Fig. 1: wiring by layer
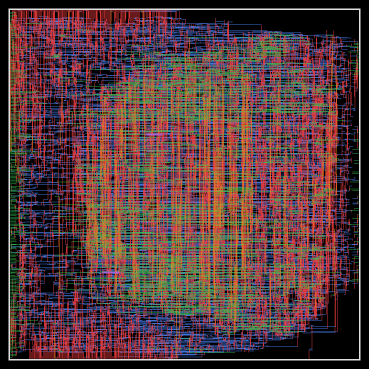
Fig. 2: track usage over the die
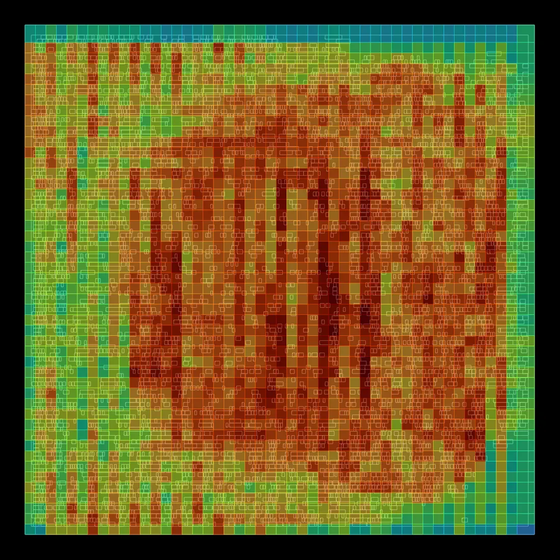
Fig. 3: the metal 2 layer
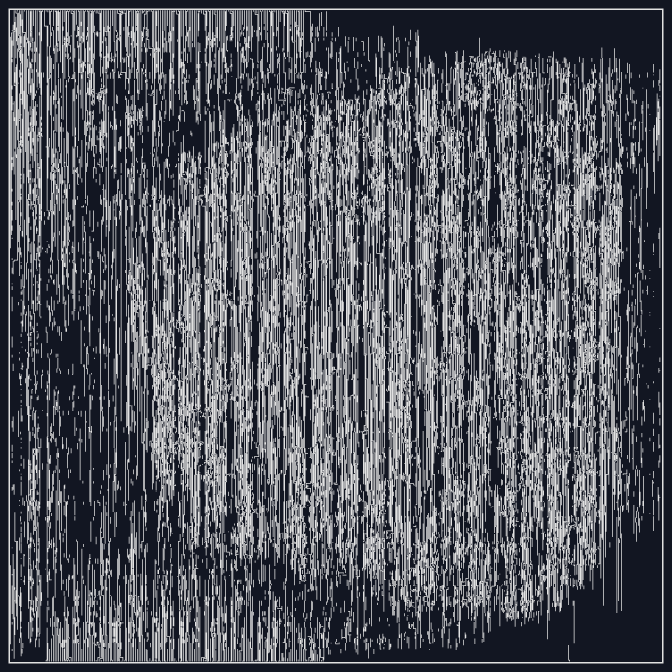
Fig. 4: placement density heat map
34 x 34 tiles, from white (low) to dark blue (high), 0 to 100% covered.
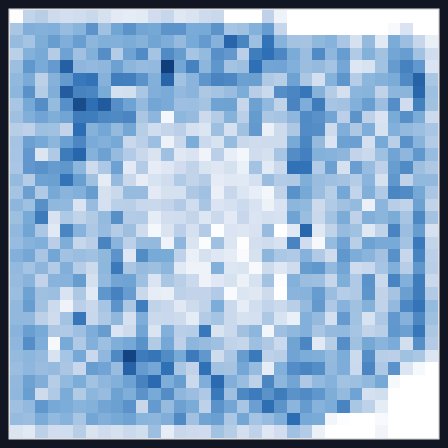
**src/rtl/alu_defs.sv**
```systemverilog
// Shared opcode and state encodings for the shared-ALU arbiter and its datapath.
package alu_defs;

  localparam logic [3:0] ALU_NOP  = 4'd0;
  localparam logic [3:0] ALU_ADD  = 4'd1;
  localparam logic [3:0] ALU_SUB  = 4'd2;
  localparam logic [3:0] ALU_AND  = 4'd3;
  localparam logic [3:0] ALU_OR   = 4'd4;
  localparam logic [3:0] ALU_NOT  = 4'd5;
  localparam logic [3:0] ALU_XOR  = 4'd6;
  localparam logic [3:0] ALU_SLTU = 4'd7;
  localparam logic [3:0] ALU_SLL  = 4'd8;
  localparam logic [3:0] ALU_SRL  = 4'd9;

  typedef enum logic [1:0] {
    IDLE = 2'd0,
    EXEC = 2'd1,
    DONE = 2'd2
  } state_t;

endpackage

```
**src/rtl/alu.sv**
```systemverilog
// Combinational integer ALU; opcodes 10..15 yield zero, NOP yields a marker pattern.
module alu
  import alu_defs::*;
#(
  parameter int unsigned DATAPATH_WIDTH = 64
) (
  input  logic [DATAPATH_WIDTH-1:0] a_in,
  input  logic [DATAPATH_WIDTH-1:0] b_in,
  input  logic [3:0]                ctrl_in,
  input  logic [4:0]                shift_in,
  output logic [DATAPATH_WIDTH-1:0] accum_out,
  output logic                      zero_out
);

  always_comb begin
    accum_out = '0;
    case (ctrl_in)
      ALU_NOP:  accum_out = {(DATAPATH_WIDTH / 16){16'hdeaf}};
      ALU_ADD:  accum_out = a_in + b_in;
      ALU_SUB:  accum_out = a_in - b_in;
      ALU_AND:  accum_out = a_in & b_in;
      ALU_OR:   accum_out = a_in | b_in;
      ALU_NOT:  accum_out = ~a_in;
      ALU_XOR:  accum_out = a_in ^ b_in;
      ALU_SLTU: accum_out = {{(DATAPATH_WIDTH - 1){1'b0}}, (a_in < b_in)};
      ALU_SLL:  accum_out = a_in << shift_in;
      ALU_SRL:  accum_out = a_in >> shift_in;
      default:  accum_out = '0;
    endcase
  end

  assign zero_out = (accum_out == '0);

endmodule

```
**src/rtl/alu_arbiter.sv**
```systemverilog
// Round-robin arbiter sharing one ALU between NUM_REQ requesters; IDLE -> EXEC -> DONE per op.
module alu_arbiter
  import alu_defs::*;
#(
  parameter int unsigned DATAPATH_WIDTH = 64,
  parameter int unsigned NUM_REQ        = 4,
  parameter int unsigned ID_W           = 2
) (
  input  logic                              clk,
  input  logic                              reset_n,
  input  logic [NUM_REQ-1:0]                req_in,
  input  logic [NUM_REQ*DATAPATH_WIDTH-1:0] a_in,
  input  logic [NUM_REQ*DATAPATH_WIDTH-1:0] b_in,
  input  logic [NUM_REQ*4-1:0]              ctrl_in,
  input  logic [NUM_REQ*5-1:0]              shift_in,
  output logic [NUM_REQ-1:0]                grant_out,
  output logic [NUM_REQ-1:0]                done_out,
  output logic [DATAPATH_WIDTH-1:0]         result_out,
  output logic                              zero_out,
  output logic [ID_W-1:0]                   winner_out,
  output logic                              busy_out
);

  // Lowest offset from the pointer wins, so scan offsets high-to-low and keep the last hit.
  function automatic logic [ID_W-1:0] rr_pick(input logic [NUM_REQ-1:0] req,
                                              input logic [ID_W-1:0]    ptr);
    logic [ID_W-1:0] idx;
    int unsigned     j;
    rr_pick = ptr;
    for (int unsigned k = NUM_REQ; k > 0; k--) begin
      j   = (32'(ptr) + k - 1) % NUM_REQ;
      idx = j[ID_W-1:0];
      if (req[idx]) rr_pick = idx;
    end
  endfunction

  state_t                    r_state, w_state;
  logic [NUM_REQ-1:0]        r_grant, w_grant;
  logic [NUM_REQ-1:0]        r_done, w_done;
  logic [DATAPATH_WIDTH-1:0] r_result, w_result;
  logic                      r_zero, w_zero;
  logic [ID_W-1:0]           r_winner, w_winner;
  logic [ID_W-1:0]           r_ptr, w_ptr;
  logic [DATAPATH_WIDTH-1:0] r_a, w_a;
  logic [DATAPATH_WIDTH-1:0] r_b, w_b;
  logic [3:0]                r_ctrl, w_ctrl;
  logic [4:0]                r_shift, w_shift;

  logic [ID_W-1:0]           w_win;
  logic [DATAPATH_WIDTH-1:0] w_accum;
  logic                      w_accum_zero;

  assign w_win = rr_pick(req_in, r_ptr);

  alu #(
    .DATAPATH_WIDTH(DATAPATH_WIDTH)
  ) u_alu (
    .a_in     (r_a),
    .b_in     (r_b),
    .ctrl_in  (r_ctrl),
    .shift_in (r_shift),
    .accum_out(w_accum),
    .zero_out (w_accum_zero)
  );

  always_comb begin
    w_state  = r_state;
    w_grant  = r_grant;
    w_done   = r_done;
    w_result = r_result;
    w_zero   = r_zero;
    w_winner = r_winner;
    w_ptr    = r_ptr;
    w_a      = r_a;
    w_b      = r_b;
    w_ctrl   = r_ctrl;
    w_shift  = r_shift;
    unique case (r_state)
      IDLE: begin
        w_grant = '0;
        if (|req_in) begin
          w_a      = a_in[w_win*DATAPATH_WIDTH +: DATAPATH_WIDTH];
          w_b      = b_in[w_win*DATAPATH_WIDTH +: DATAPATH_WIDTH];
          w_ctrl   = ctrl_in[w_win*4 +: 4];
          w_shift  = shift_in[w_win*5 +: 5];
          w_grant  = {{(NUM_REQ - 1){1'b0}}, 1'b1} << w_win;
          w_winner = w_win;
          w_ptr    = (w_win == ID_W'(NUM_REQ - 1)) ? '0 : w_win + ID_W'(1);
          w_state  = EXEC;
        end
      end
      EXEC: begin
        w_result = w_accum;
        w_zero   = w_accum_zero;
        w_done   = {{(NUM_REQ - 1){1'b0}}, 1'b1} << r_winner;
        w_state  = DONE;
      end
      DONE: begin
        w_done  = '0;
        w_grant = '0;
        w_state = IDLE;
      end
      default: w_state = IDLE;
    endcase
  end

  always_ff @(posedge clk or negedge reset_n) begin
    if (!reset_n) begin
      r_state  <= IDLE;
      r_grant  <= '0;
      r_done   <= '0;
      r_result <= '0;
      r_zero   <= 1'b0;
      r_winner <= '0;
      r_ptr    <= '0;
      r_a      <= '0;
      r_b      <= '0;
      r_ctrl   <= '0;
      r_shift  <= '0;
    end else begin
      r_state  <= w_state;
      r_grant  <= w_grant;
      r_done   <= w_done;
      r_result <= w_result;
      r_zero   <= w_zero;
      r_winner <= w_winner;
      r_ptr    <= w_ptr;
      r_a      <= w_a;
      r_b      <= w_b;
      r_ctrl   <= w_ctrl;
      r_shift  <= w_shift;
    end
  end

  assign grant_out  = r_grant;
  assign done_out   = r_done;
  assign result_out = r_result;
  assign zero_out   = r_zero;
  assign winner_out = r_winner;
  assign busy_out   = (r_state != IDLE);

endmodule

```
**config.mk**
```make
export PLATFORM = sky130hd
export DESIGN_NAME = alu_arbiter
export DESIGN_NICKNAME = d
export VERILOG_FILES = /design/src/rtl/alu_defs.sv /design/src/rtl/alu.sv /design/src/rtl/alu_arbiter.sv
export SDC_FILE = /design/constraint.sdc
export NUM_CORES = 2
export LEC_CHECK = 0
export CELL_PAD_IN_SITES_DETAIL_PLACEMENT = 0
export CELL_PAD_IN_SITES_GLOBAL_PLACEMENT = 2
export CORE_MARGIN = 4
export CORE_UTILIZATION = 33
export DETAILED_ROUTE_END_ITERATION = 16
export PLACE_DENSITY = 0.95
export SKIP_CTS_REPAIR_TIMING = 1
export SLEW_MARGIN = 40
export SYNTH_ARGS = -nofsm -noshare
export SYNTH_HDL_FRONTEND = slang
export SYNTH_SLANG_ARGS = --single-unit
```
**constraint.sdc**
```tcl
create_clock -name clk -period 8.5 [get_ports clk]
set_input_delay 1.7 -clock clk [delete_from_list [all_inputs] [get_ports clk]]
set_output_delay 1.7 -clock clk [all_outputs]
set_load 0.02 [all_outputs]
```
==> run summary <==
The implementation run finished. The worst hold path belongs to the class reg2reg. Deepest level of the CTS H-tree landed at 1. The worst hold path begins at r_a[44]. Clock skew landed at ~19 ps.

Number of buffers added by the clock tree synthesis step landed at 26. Max-slew check failures listed in the final report amount to 0. Detailed-router iteration count before antenna repair landed at 8.

For reference, the critical path is launched at r_shift[0]. Among all stages on the critical path, the largest delay is contributed by sky130_fd_sc_hd__dfrtp_4. Among all flip-flop cells after synthesis, the most frequent one is sky130_fd_sc_hd__dfrtp_1. Shortest period the worst path allows landed at approximately 6400 ps. In the synthesized netlist the async set-or-reset flop fraction comes to 100.0%.

Number of DRC markers in iteration 0 landed at about 6100. On the critical path the data arrives at a little under 7000 ps. Via density per instance landed at between 6 and 7. Die span in y landed at about 340 um.

Setup repair after global routing left no endpoint under its margin. The first global-routing pass estimated 320100 um of wire. Distinct cell type count after synthesis landed at approximately 92. Mean instance size in the synthesized netlist landed at approximately 6.8 sq um. Total wirelength of the detailed-routed design landed at between 200000 and 250000 um. Required time at the endpoint of the critical path landed at 9020 ps. Overall via count from detail_route landed at ~45000. Routed signal wires occupy layers up through met5. Worst-case clock buffer depth landed at 3. Area growth from synthesis to layout landed at 24.25%. Quantity of I/O buffers inserted on ports landed at 629. Share of post-route cells with drive strength above 1 landed at 8.100%.

In this design, the largest share of critical-path delay is due to simple AND/OR/NAND/NOR gates. Clock tree synthesis selected as its root buffer the cell sky130_fd_sc_hd__clkbuf_16. Adding up every negative setup slack in the final design gives 0 ps. Pin count of the biggest net entering global routing landed at 202. Hold violation total from the final report landed at 0.

The timing report gives the biggest stage delay along the critical path as 870 ps. STA classifies the critical path startpoint as a flip-flop. Summed over its instances, the top area cell type makes up 15.25% of the synthesized netlist area. Per STA, the worst path is made up of buf_4, mux2_2, a222oi_1, nor3_1, or4_1, or4_1, nor2_1, nand4_1, nor4_1, nand4bb_1, or3_1, nor4_2, nand4_1, o32ai_2. The worst pin sits at a relative slew slack of 32.73%. Largest driver fanout on the critical path landed at 35. Measured along the x axis, the die boundary spans between 300 and 400 um. The run finished with clean final reports.

In the floorplan report the effective utilization is between 30% and 40%. Count of boundary I/O pins landed at approximately 630. The initial antenna violation count came to 18. Flop and latch count out of synthesis landed at 216.

The registers of the reported paths see a clock transition of 60 ps. Insertion delay at the late pin of the worst-skew pair landed at around 600 ps. The floorplan step defined a core boundary enclosing 106000 sq um. STA classifies the critical path endpoint as a flip-flop.

DRC violations left landed at 0. According to the CTS report, the clock sink count is 216. Per the run summary, max-cap violations total 0.

The die covers 112700 sq um. Via count of the first global-routing pass landed at around 41000. Per the post-run analysis, buffers plus inverters along the critical path come to 1. Final net count landed at between 6000 and 7000. Tally of yosys warning messages landed at 0. Number of nets at floorplan landed at roughly 6000.

Among logic cells in the layout, the one with the most instances is sky130_fd_sc_hd__nand2_1. Total of endpoints with negative setup slack in the final report landed at 0. Cell total in the yosys stat output landed at 5244. Number of rows created at floorplan landed at 119. In the final routed layout, each cell accounts on average for about 33 um. The library cells used most frequently in the layout, excluding fill and tap cells, are 1150 x sky130_fd_sc_hd__nand2_1, 628 x sky130_fd_sc_hd__clkdlybuf4s50_1, 464 x sky130_fd_sc_hd__o21ai_0.

After synthesis, flip-flops and latches occupy about 15% of the total area. TritonCTS built the clock tree. Count of library flops with an enable pin landed at 0. Looking at area per cell type in the netlist, the leader is sky130_fd_sc_hd__dfrtp_1.

The worst path uses 75.23% of the clock period. Summing over the stages, the warning tally comes to approximately 190. Met3 wire length landed at just under 30000 um. The synthesis report lists the most area-consuming cells as sky130_fd_sc_hd__dfrtp_1 15%, sky130_fd_sc_hd__nand2_1 12%, sky130_fd_sc_hd__ha_1 7.4%, sky130_fd_sc_hd__o21ai_0 6.6%, sky130_fd_sc_hd__mux4_2 6.2%. Gate count of the mapped netlist landed at around 5200. Final estimated routing congestion in global placement landed at 1.072.

The startpoint identified for the worst register-to-register timing path is r_shift[0]. Total global-route track usage over all layers is 39.15%. Cell area after synthesis landed at 35450 sq um. Met2 wire length landed at ~96000 um. By startpoint and endpoint, the worst setup path is classified as reg2reg. Met1 wire length landed at 97170 um. The global route stage reports its total congestion overflow as 0.

Top achievable clock speed landed at about 160 MHz. Post-synthesis chip area from yosys landed at approximately 35000 sq um. Per the post-route antenna check, the number of violating nets is 0. The pin closest to its max-slew limit shows a slew of roughly 1000 ps.

According to the dpl log, the detail-placed design has an HPWL of around 190000 um.
## Picture notes: Fig. 1
blue -> met1  # wire length 97.2 mm
orange -> met4  # wire length 10700 um
purple -> met5  # wire length 29.4 um
green -> met3  # wire length 29.1 mm
red -> met2  # wire length 95.8 mm

## Picture notes: Fig. 2
global route hottest layer: met2
met2 layer usage reported by global route: 57.39%

## Picture notes: Fig. 3
main direction = vertical
nets with wire on the layer = 4882

## Picture notes: Fig. 4
fullest tile = 95%
mean over tiles = 38%
nearly empty tiles = 5.1%
densest ninth of the die = upper left
tiles over 75% full = 1.5%

## cells in the mapped netlist (all sizes together) (55+ instances only)
library cell  count
inv             218
nand2          1155
nor3             83
nand3           227
a211oi           64
buf             141
o211ai           71
o31ai            55
clkbuf          338
mux2             62
mux2i           187
mux4             97
ha              211
nor2            396
dfrtp           216
o21ai           472
o22ai            89
a21oi           362
## tightest hold or removal path, cell delays in order (launching register included)
cell and delay [ps]:
sky130_fd_sc_hd__dfrtp_1 340, sky130_fd_sc_hd__nand2_1 50, sky130_fd_sc_hd__o21ai_0 60
## sequential cells by signal (all words and copies together), names as in the netlist
name        cells
r_shift         5
result_out     64
zero_out        1
r_b            64
done_out        4
r_a            64
r_ptr           2
r_state         2
r_ctrl          4
winner_out      2
grant_out       4
## path summary, 6_finish.rpt
path                            cells past startpoint  slack, ps         end
worst max-delay path                               14       2110    zero_out
worst min-delay path                                2        480     r_a[44]
worst max register to register                     14       2110    zero_out
worst min register to register                      2        480     r_a[44]
max in group asynchronous                           3       6160  r_shift[0]
min in group asynchronous                           1       1040      r_a[8]
## stage by stage
stage / cells / instance area, sq um / hold slack [ps] / util (%) / setup slack [ps]
after floorplan: 5244 / 35450 / 475.3 / - / 4170
after global placement: 6940 / 42880 / 463.4 / 40.45 / 2397
after detailed placement: 6945 / 42990 / 479.8 / 40.55 / 2396
after CTS: 6993 / 43940 / 492.9 / 41.45 / 2353
after global routing: 6997 / 44030 / 512.5 / 41.54 / 2152
final: 7003 / 44050 / 483.4 / 41.55 / 2105
## final cells by class
cell class | instances | area, sq um
fill | 11260 | 61960
clock inverter | 6 | 108.9
multi-input combinational | 4327 | 27410
tap | 1391 | 1740
clock buffer | 42 | 842.1
antenna | 7 | 17.52
inverter | 222 | 840.8
timing repair buffer | 792 | 7669
sequential | 216 | 5424
## logic make-up (layout without fill, tap and decap cells)
logic type      after synthesis  count (layout)  share of synthesized area (%)
compound gates             1580            1580                          28.56
fa+ha+maj                   213             213                          7.560
simple gates               2167            2167                          26.61
other cells                   0               7                              0
flops                       216             216                          15.25
mux                         346             346                          13.41
buf+inv                     701            1062                          8.089
xor+xnor                     21              21                         0.5188
## metal layers
metal  GRT usage (%)  vias up
met1           53.96    21820
met3           12.09      511
met4           14.45        4
met2           57.39     3146
met5               0        -
li1                -    19610
